**src/rtl/pmu_regs.sv**
```systemverilog
// pmu_regs: PMU register block with a wakeup timer, accessed through a 4-phase
// request/acknowledge handshake from an APB-domain bridge.
//
// Ports:
//   pmu_clk      slow PMU clock, all state rising-edge clocked
//   pmu_resetn   asynchronous active-low reset
//   pmu_pvalid   access request (asynchronous to pmu_clk, synchronized here)
//   pmu_pwrite   1 = write, 0 = read (stable while pmu_pvalid or pmu_ack is high)
//   pmu_paddr    word address [7:2]
//   pmu_pwdata   write data
//   pmu_ack      handshake acknowledge (registered)
//   pmu_prdata   read data (registered, updated only by a read access)
//   pmu_irq      wakeup-timer interrupt, level (registered expired & irq_en)
//
// Register map (byte offset): 0x00 CTRL {reload, irq_en, en}, 0x04 LOAD,
// 0x08 COUNT (RO), 0x0C STATUS {expired} W1C, 0x10 ID (RO).
module pmu_regs #(
    parameter int unsigned D      = 0,
    parameter logic [31:0] PMU_ID = 32'h504D_0001
) (
    input  logic        pmu_clk,
    input  logic        pmu_resetn,
    input  logic        pmu_pvalid,
    input  logic        pmu_pwrite,
    input  logic [7:2]  pmu_paddr,
    input  logic [31:0] pmu_pwdata,
    output logic        pmu_ack,
    output logic [31:0] pmu_prdata,
    output logic        pmu_irq
);

    localparam int unsigned DATA_W = 32;
    localparam int unsigned ADDR_W = 6;

    localparam logic [ADDR_W-1:0] ADDR_CTRL   = ADDR_W'(6'h00);
    localparam logic [ADDR_W-1:0] ADDR_LOAD   = ADDR_W'(6'h01);
    localparam logic [ADDR_W-1:0] ADDR_COUNT  = ADDR_W'(6'h02);
    localparam logic [ADDR_W-1:0] ADDR_STATUS = ADDR_W'(6'h03);
    localparam logic [ADDR_W-1:0] ADDR_ID     = ADDR_W'(6'h04);

    typedef enum logic [1:0] {
        ST_IDLE   = 2'd0,
        ST_ACCESS = 2'd1,
        ST_ACK    = 2'd2
    } state_t;

    // D has no functional effect; it is only folded into an unused signal.
    logic unused_d;
    assign unused_d = ^DATA_W'(D);

    logic              pvalid_m;
    logic              pvalid_s;
    state_t            state;
    state_t            state_nxt_c;
    logic              access_c;

    logic              ctrl_en;
    logic              ctrl_irq_en;
    logic              ctrl_reload;
    logic [DATA_W-1:0] load_q;
    logic [DATA_W-1:0] count_q;
    logic              expired;

    logic              wr_ctrl_c;
    logic              wr_load_c;
    logic              w1c_expired_c;
    logic              rd_c;
    logic [DATA_W-1:0] rdata_c;
    logic [DATA_W-1:0] count_nxt_c;
    logic              expired_nxt_c;

    // Two-flop synchronizer for the request crossing from the bridge domain.
    always_ff @(posedge pmu_clk or negedge pmu_resetn) begin
        if (!pmu_resetn) begin
            pvalid_m <= 1'b0;
            pvalid_s <= 1'b0;
        end else begin
            pvalid_m <= pmu_pvalid;
            pvalid_s <= pvalid_m;
        end
    end

    // Handshake state register.
    always_ff @(posedge pmu_clk or negedge pmu_resetn) begin
        if (!pmu_resetn) begin
            state <= ST_IDLE;
        end else begin
            state <= state_nxt_c;
        end
    end

    // Handshake next state; ACK waits for the request to drop so one
    // handshake yields exactly one access.
    always_comb begin
        state_nxt_c = state;
        access_c    = 1'b0;
        case (state)
            ST_IDLE:   if (pvalid_s) state_nxt_c = ST_ACCESS;
            ST_ACCESS: begin
                access_c    = 1'b1;
                state_nxt_c = ST_ACK;
            end
            ST_ACK:    if (!pvalid_s) state_nxt_c = ST_IDLE;
            default:   state_nxt_c = ST_IDLE;
        endcase
    end

    // Access decode and read mux.
    always_comb begin
        wr_ctrl_c     = access_c && pmu_pwrite && (pmu_paddr == ADDR_CTRL);
        wr_load_c     = access_c && pmu_pwrite && (pmu_paddr == ADDR_LOAD);
        w1c_expired_c = access_c && pmu_pwrite && (pmu_paddr == ADDR_STATUS) && pmu_pwdata[0];
        rd_c          = access_c && !pmu_pwrite;
        rdata_c       = '0;
        case (pmu_paddr)
            ADDR_CTRL:   rdata_c = {(DATA_W-3)'(0), ctrl_reload, ctrl_irq_en, ctrl_en};
            ADDR_LOAD:   rdata_c = load_q;
            ADDR_COUNT:  rdata_c = count_q;
            ADDR_STATUS: rdata_c = {(DATA_W-1)'(0), expired};
            ADDR_ID:     rdata_c = PMU_ID;
            default:     rdata_c = '0;
        endcase
    end

    // Timer: a LOAD write overrides the decrement; the 1->0 step sets expired
    // (winning over a same-cycle W1C) and optionally reloads from LOAD.
    always_comb begin
        count_nxt_c   = count_q;
        expired_nxt_c = expired;
        if (w1c_expired_c) begin
            expired_nxt_c = 1'b0;
        end
        if (wr_load_c) begin
            count_nxt_c = pmu_pwdata;
        end else if (ctrl_en && (count_q != '0)) begin
            if (count_q == DATA_W'(1)) begin
                count_nxt_c   = ctrl_reload ? load_q : '0;
                expired_nxt_c = 1'b1;
            end else begin
                count_nxt_c = count_q - DATA_W'(1);
            end
        end
    end

    // Register file, timer state and registered outputs.
    always_ff @(posedge pmu_clk or negedge pmu_resetn) begin
        if (!pmu_resetn) begin
            pmu_ack     <= 1'b0;
            pmu_prdata  <= '0;
            pmu_irq     <= 1'b0;
            ctrl_en     <= 1'b0;
            ctrl_irq_en <= 1'b0;
            ctrl_reload <= 1'b0;
            load_q      <= '0;
            count_q     <= '0;
            expired     <= 1'b0;
        end else begin
            pmu_ack <= (state_nxt_c == ST_ACK);
            if (rd_c) begin
                pmu_prdata <= rdata_c;
            end
            if (wr_ctrl_c) begin
                ctrl_en     <= pmu_pwdata[0];
                ctrl_irq_en <= pmu_pwdata[1];
                ctrl_reload <= pmu_pwdata[2];
            end
            if (wr_load_c) begin
                load_q <= pmu_pwdata;
            end
            count_q <= count_nxt_c;
            expired <= expired_nxt_c;
            pmu_irq <= expired & ctrl_irq_en;
        end
    end

endmodule

```
**config.mk**
```make
export PLATFORM = sky130hd
export DESIGN_NAME = pmu_regs
export DESIGN_NICKNAME = d
export VERILOG_FILES = /design/src/rtl/pmu_regs.sv
export SDC_FILE = /design/constraint.sdc
export NUM_CORES = 1
export LEC_CHECK = 0
export CAP_MARGIN = 15
export CORE_MARGIN = 3
export CORE_UTILIZATION = 25
export CTS_BUF_LIST = sky130_fd_sc_hd__clkbuf_4
export DETAILED_ROUTE_END_ITERATION = 8
export HOLD_SLACK_MARGIN = 0.06
export PLACE_DENSITY_LB_ADDON = 0.12
export REMOVE_ABC_BUFFERS = 1
export SYNTH_ARGS = -nofsm -noshare
export SYNTH_HDL_FRONTEND = slang
export SYNTH_SLANG_ARGS = --single-unit
export TNS_END_PERCENT = 10
```
**constraint.sdc**
```tcl
create_clock -name pmu_clk -period 5.94 [get_ports pmu_clk]
set_clock_uncertainty 0.15 [all_clocks]
set_input_delay 1.782 -clock pmu_clk [delete_from_list [all_inputs] [get_ports pmu_clk]]
set_output_delay 1.782 -clock pmu_clk [all_outputs]
set_load 0.005 [all_outputs]
```
**Run 1: signal metal coverage by tile**

Scale bar: 50 µm. The die is cut into 31 by 31 equal tiles; dark blue is low, red is high, scaled to the fullest tile. Values are wire area over tile area, all layers added.
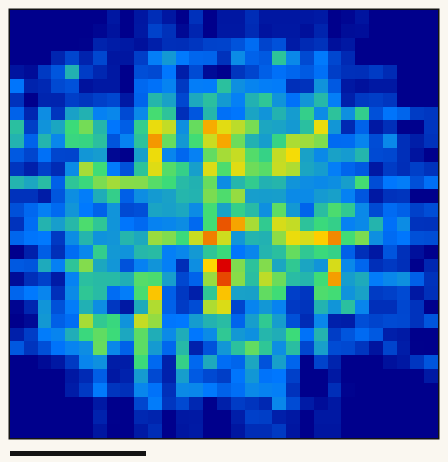
fullest tile: 0.56
densest ninth of the die: middle
mean over tiles: 0.13

**Run 1: cell density map**

Scale bar: 50 µm. The die is cut into 16 by 16 equal tiles; dark blue is low, red is high, 0 to 100% covered.
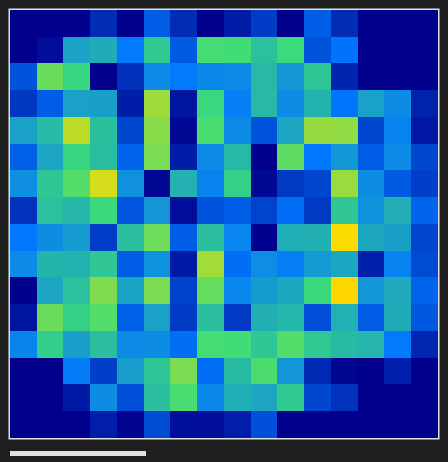
tiles over 75% full: 0.40%
mean over tiles: 26%
emptiest ninth of the die: bottom right
fullest tile: 76%

==> results_slide.txt, run 1 <==
Run Summary

Drt
  – Via density: ~5.4
  – DRC: 0
  – Met3 Wirelength: slightly below 800 µm
  – Top Layer Used: met4

Finish
  – Max-area cell class: multi-input combinational cells
  – Flip-flops: between 100 and 150
  – Inverters: 8
  – Most frequent logic cells in the routed design: 145 x nand2_1, 106 x dfrtp_1, 74 x clkdlybuf4s50_1
  – Final net count: between 700 and 800
  – Sequential portion of the cell area: about two fifths

GRT
  – Vias in the first global route: 5461

Logic synthesis
  – Yosys cell types: approximately 65
  – Main logic family: simple AND/OR/NAND/NOR gates
  – Post-Synth AOI/OAI Area: 23.48%
  – Ys async rst share: 100.0%
  – Count leader, synth: nand2_1
  – Area fraction in xor and xnor cells: less than 1%
  – Syn Inst Count: 662

Timing
  – Final Hold Viols: 0
  – Worst setup margin: approximately 1.6 ns
  – Setup violators final: 0

Pwr
  – P_leak: roughly 2.7 nW
  – Clk. pwr: ~0.00038 W
  – Share of power burned in registers: a little under three fifths
  – Sequential power: 0.000940 W
  – Pint: 0.001071 W

Placed design
  – Pre-CTS worst setup slack: 1.068 ns
  – IO Port Bufs: between 70 and 80

Worst setup path
  – Reg2Reg Depth: 7
  – WS Path Type: input port to register
  – CP required: approximately 6.2 ns
  – Crit. End Element: register
  – CP Cell Sequence: clkdlybuf4s50_1, or4_1, or3_2, and3_1, a222oi_1, o21ai_0

Run status
  – Status: finished clean

Die
  – Init Core Util: 25.81%

Clock network
  – CTS sink cnt: between 100 and 150
  – CTS-repair resized insts: 0
**Run 1: cell sizes after repair**

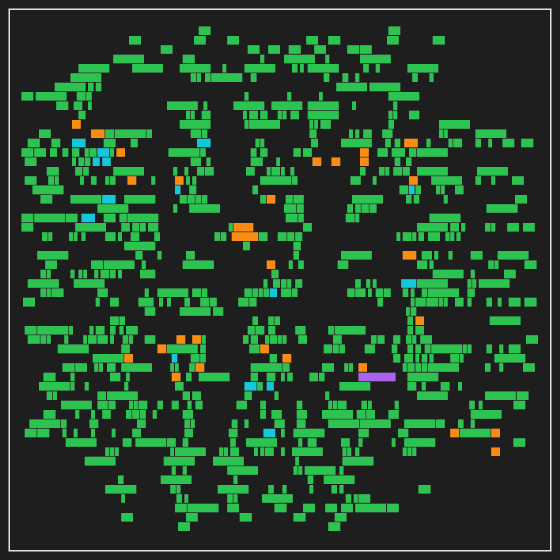
| size | colour | cells | share |
|---|---|---|---|
| x6 and larger | purple | 1 | 0.14% |
| x2 | cyan | 15 | 2.1% |
| x1 and smaller | green | 668 | 94% |
| x3 and x4 | orange | 29 | 4.1% |

**Run 1: routing congestion map**

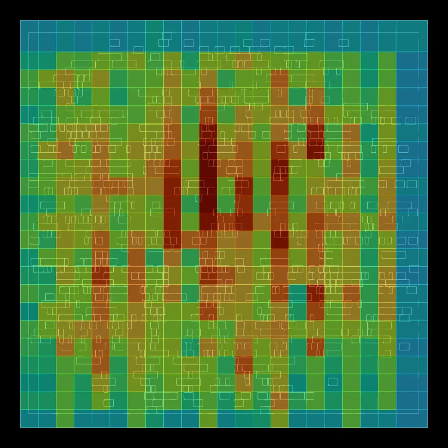
met3 Use GR: 2.805%
busiest grt layer: met2
WL/cell: 20.82 µm
met1 usage: 23.99%

==> run 1: metrics by stage <==
step	std cells	instance area (µm²)
final	994	6802
after global routing	994	6802
after CTS	993	6799
after detailed placement	977	6671
after global placement	977	6671
after floorplan	609	5455
==> run 1: worst min-delay path by stage <==
stage | to | depth (start not counted) | start
2_1_floorplan | pvalid_s | 0 | pvalid_m
3_3_place_gp | pvalid_s | 0 | pvalid_m
3_5_place_dp | pvalid_s | 0 | pvalid_m
4_1_cts | pvalid_s | 0 | pvalid_m
5_1_grt | pvalid_s | 0 | pvalid_m
6_report | pvalid_s | 0 | pvalid_m
**Run 1: cells coloured by class**

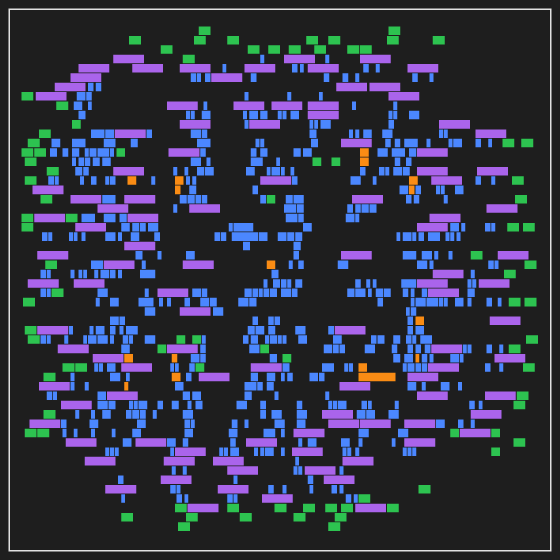

==> run 2, diff against run 1 <==
- clock period: 5.94 -> 4.28 ns (I/O delays scaled with it)
**Run 2: cells coloured by class**

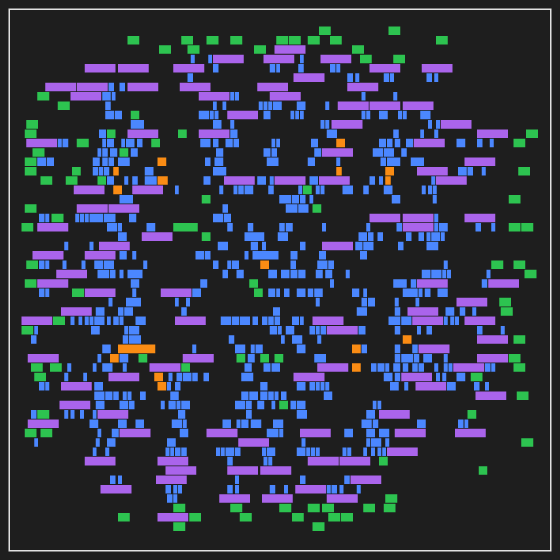
| class | colour | cells | share of their area |
|---|---|---|---|
| sequential cells | purple | 106 | 41% |
| remaining buffers and delay cells | green | 97 | 14% |
| clock drivers and dummy loads | orange | 16 | 2.1% |
| remaining logic cells | blue | 503 | 43% |

==> run 2 against run 1 <==
Against the previous run:
- combinational power rose by 48%
- critical path depth up 3
- via count shrank 0.13%
- die area stayed put
- critical endpoint is now count_q[10]
==> results_slide.txt, run 2 <==
Run Summary

Finish
  – Fin cells: 1003 (+0.91%)
  – Final std cell area, no fill: 6889 µm² (+1.3%)
  – Final net count: 761 (+1.2%)
  – Most frequent logic cells in the routed design: 145 x nand2_1, 106 x dfrtp_1, 74 x clkdlybuf4s50_1

GRT
  – Vias in the first global route: 5422 (-0.71%)
  – Met3 Use GR: 2.502% (-0.30 points)
  – GR Util All Layers: roughly 17%
  – Met1 usage: 24.16% (+0.17 points)
  – Busiest grt layer: met2
  – Largest net degree at the start of global routing: 54
  – M2 GR Usage: a little over a quarter

Clock network
  – Clk latency late pin: ~0.51 ns
  – CTS-repair resized insts: 0 (unchanged)
  – CTS sink cnt: 106 (unchanged)

Logic synthesis
  – Main logic family: simple AND/OR/NAND/NOR gates
  – Yosys cell types: 65 (unchanged)
  – Ys async rst share: 100.0% (unchanged)
  – Count leader, synth: nand2_1
  – Top post-synthesis cells by count: 145 x nand2_1, 106 x dfrtp_1, 66 x o21ai_0
  – Mean Syn Cell Area: about 8.6 µm²
  – Area fraction in xor and xnor cells: 0.4608% (unchanged)
  – Syn Inst Count: 662 (unchanged)
  – Post-Synth AOI/OAI Area: 23.48% (unchanged)
  – Cells in synth_stat.txt: approximately 660

Pwr
  – Clk. pwr: 0.000552 W (+45%)
  – Pwr top: sequential cells
  – P_leak: 2.753 nW (+1.9%)
  – Share of power burned in registers: 55.3% (-1.6 points)
  – Pint: 0.001502 W (+40%)
  – Sequential power: 0.00129 W (+37%)
  – Clock power share: 23.7%
  – Power per cell area: ~340 nW/µm²
  – Gate power share: a little over a fifth

Drt
  – Met3 Wirelength: 791 µm (+0.51%)
  – Initial DRT Pass Iterations: 6
  – Drt total wl: just over 20 mm
  – Top Layer Used: met4
  – WL/cell: 20.62 µm (-0.94%)
  – Via density: 5.310 (-1.0%)
  – DRC: 0 (unchanged)

Worst setup path
  – Crit. End Element: register
  – WS Path Type: register to register
  – CP required: 4.54 ns (-1.61 ns)
  – Critical Path Max Stage Delay: roughly 0.68 ns
  – CP Cell Sequence: inv_1, ha_1, or4b_1, nor4_1, nand4_1, a21oi_2, buf_4, a311oi_1, a31o_1

Run status
  – Status: finished clean

Timing
  – Setup violators final: 0 (unchanged)
  – Final Hold Viols: 0 (unchanged)
  – Worst setup margin: 0.6648 ns (-0.9363 ns)

Placed design
  – DP Area: 6750 µm² (+1.2%)
  – Pre-CTS worst setup slack: 0.2262 ns (-0.8415 ns)
  – Number of placed cells counting well taps: 986 (+0.92%)

Die
  – Init Core Util: 25.81% (unchanged)
  – Row count: between 50 and 60
  – Core area: around 22000 µm²
**Run 2: cell density map**

Scale bar: 50 µm. The die is cut into 16 by 16 equal tiles; dark blue is low, red is high, 0 to 100% covered.
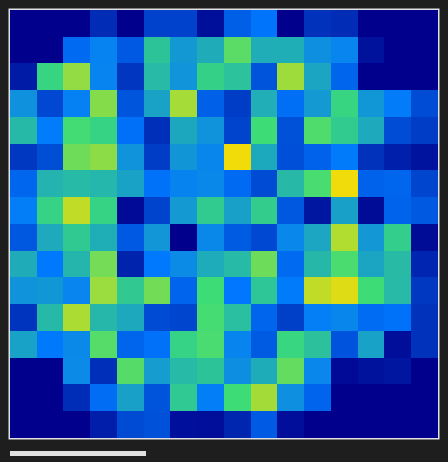
mean over tiles: 27%
emptiest ninth of the die: bottom right
fullest tile: 73%
nearly empty tiles: 13%

==> run 2: cell counts after synthesis <==
No cell type changed its count.
==> run 2: cell type report <==
type	count	area share, %
Multi-Input combinational cell	495	40.52
Timing Repair Buffer	97	13.44
Clock inverter	7	0.9989
Tap cell	280	5.085
Inverter	8	0.4359
Sequential cell	106	38.50
Clock buffer	9	0.9807
Antenna cell	1	0.03632
==> run 2: worst paths after layout <==
path,from,end,slack (ns),cells after the start
worst min register to register,pvalid_m,pvalid_s,0.22,0
max in group asynchronous,pmu_resetn,load_q[1],2.68,2
worst min-delay path,pvalid_m,pvalid_s,0.22,0
min in group asynchronous,pmu_resetn,pmu_prdata[26],0.39,1
worst max register to register,count_q[1],count_q[10],0.66,9
worst max-delay path,count_q[1],count_q[10],0.66,9
Power is estimated from default activity; no workload was simulated.
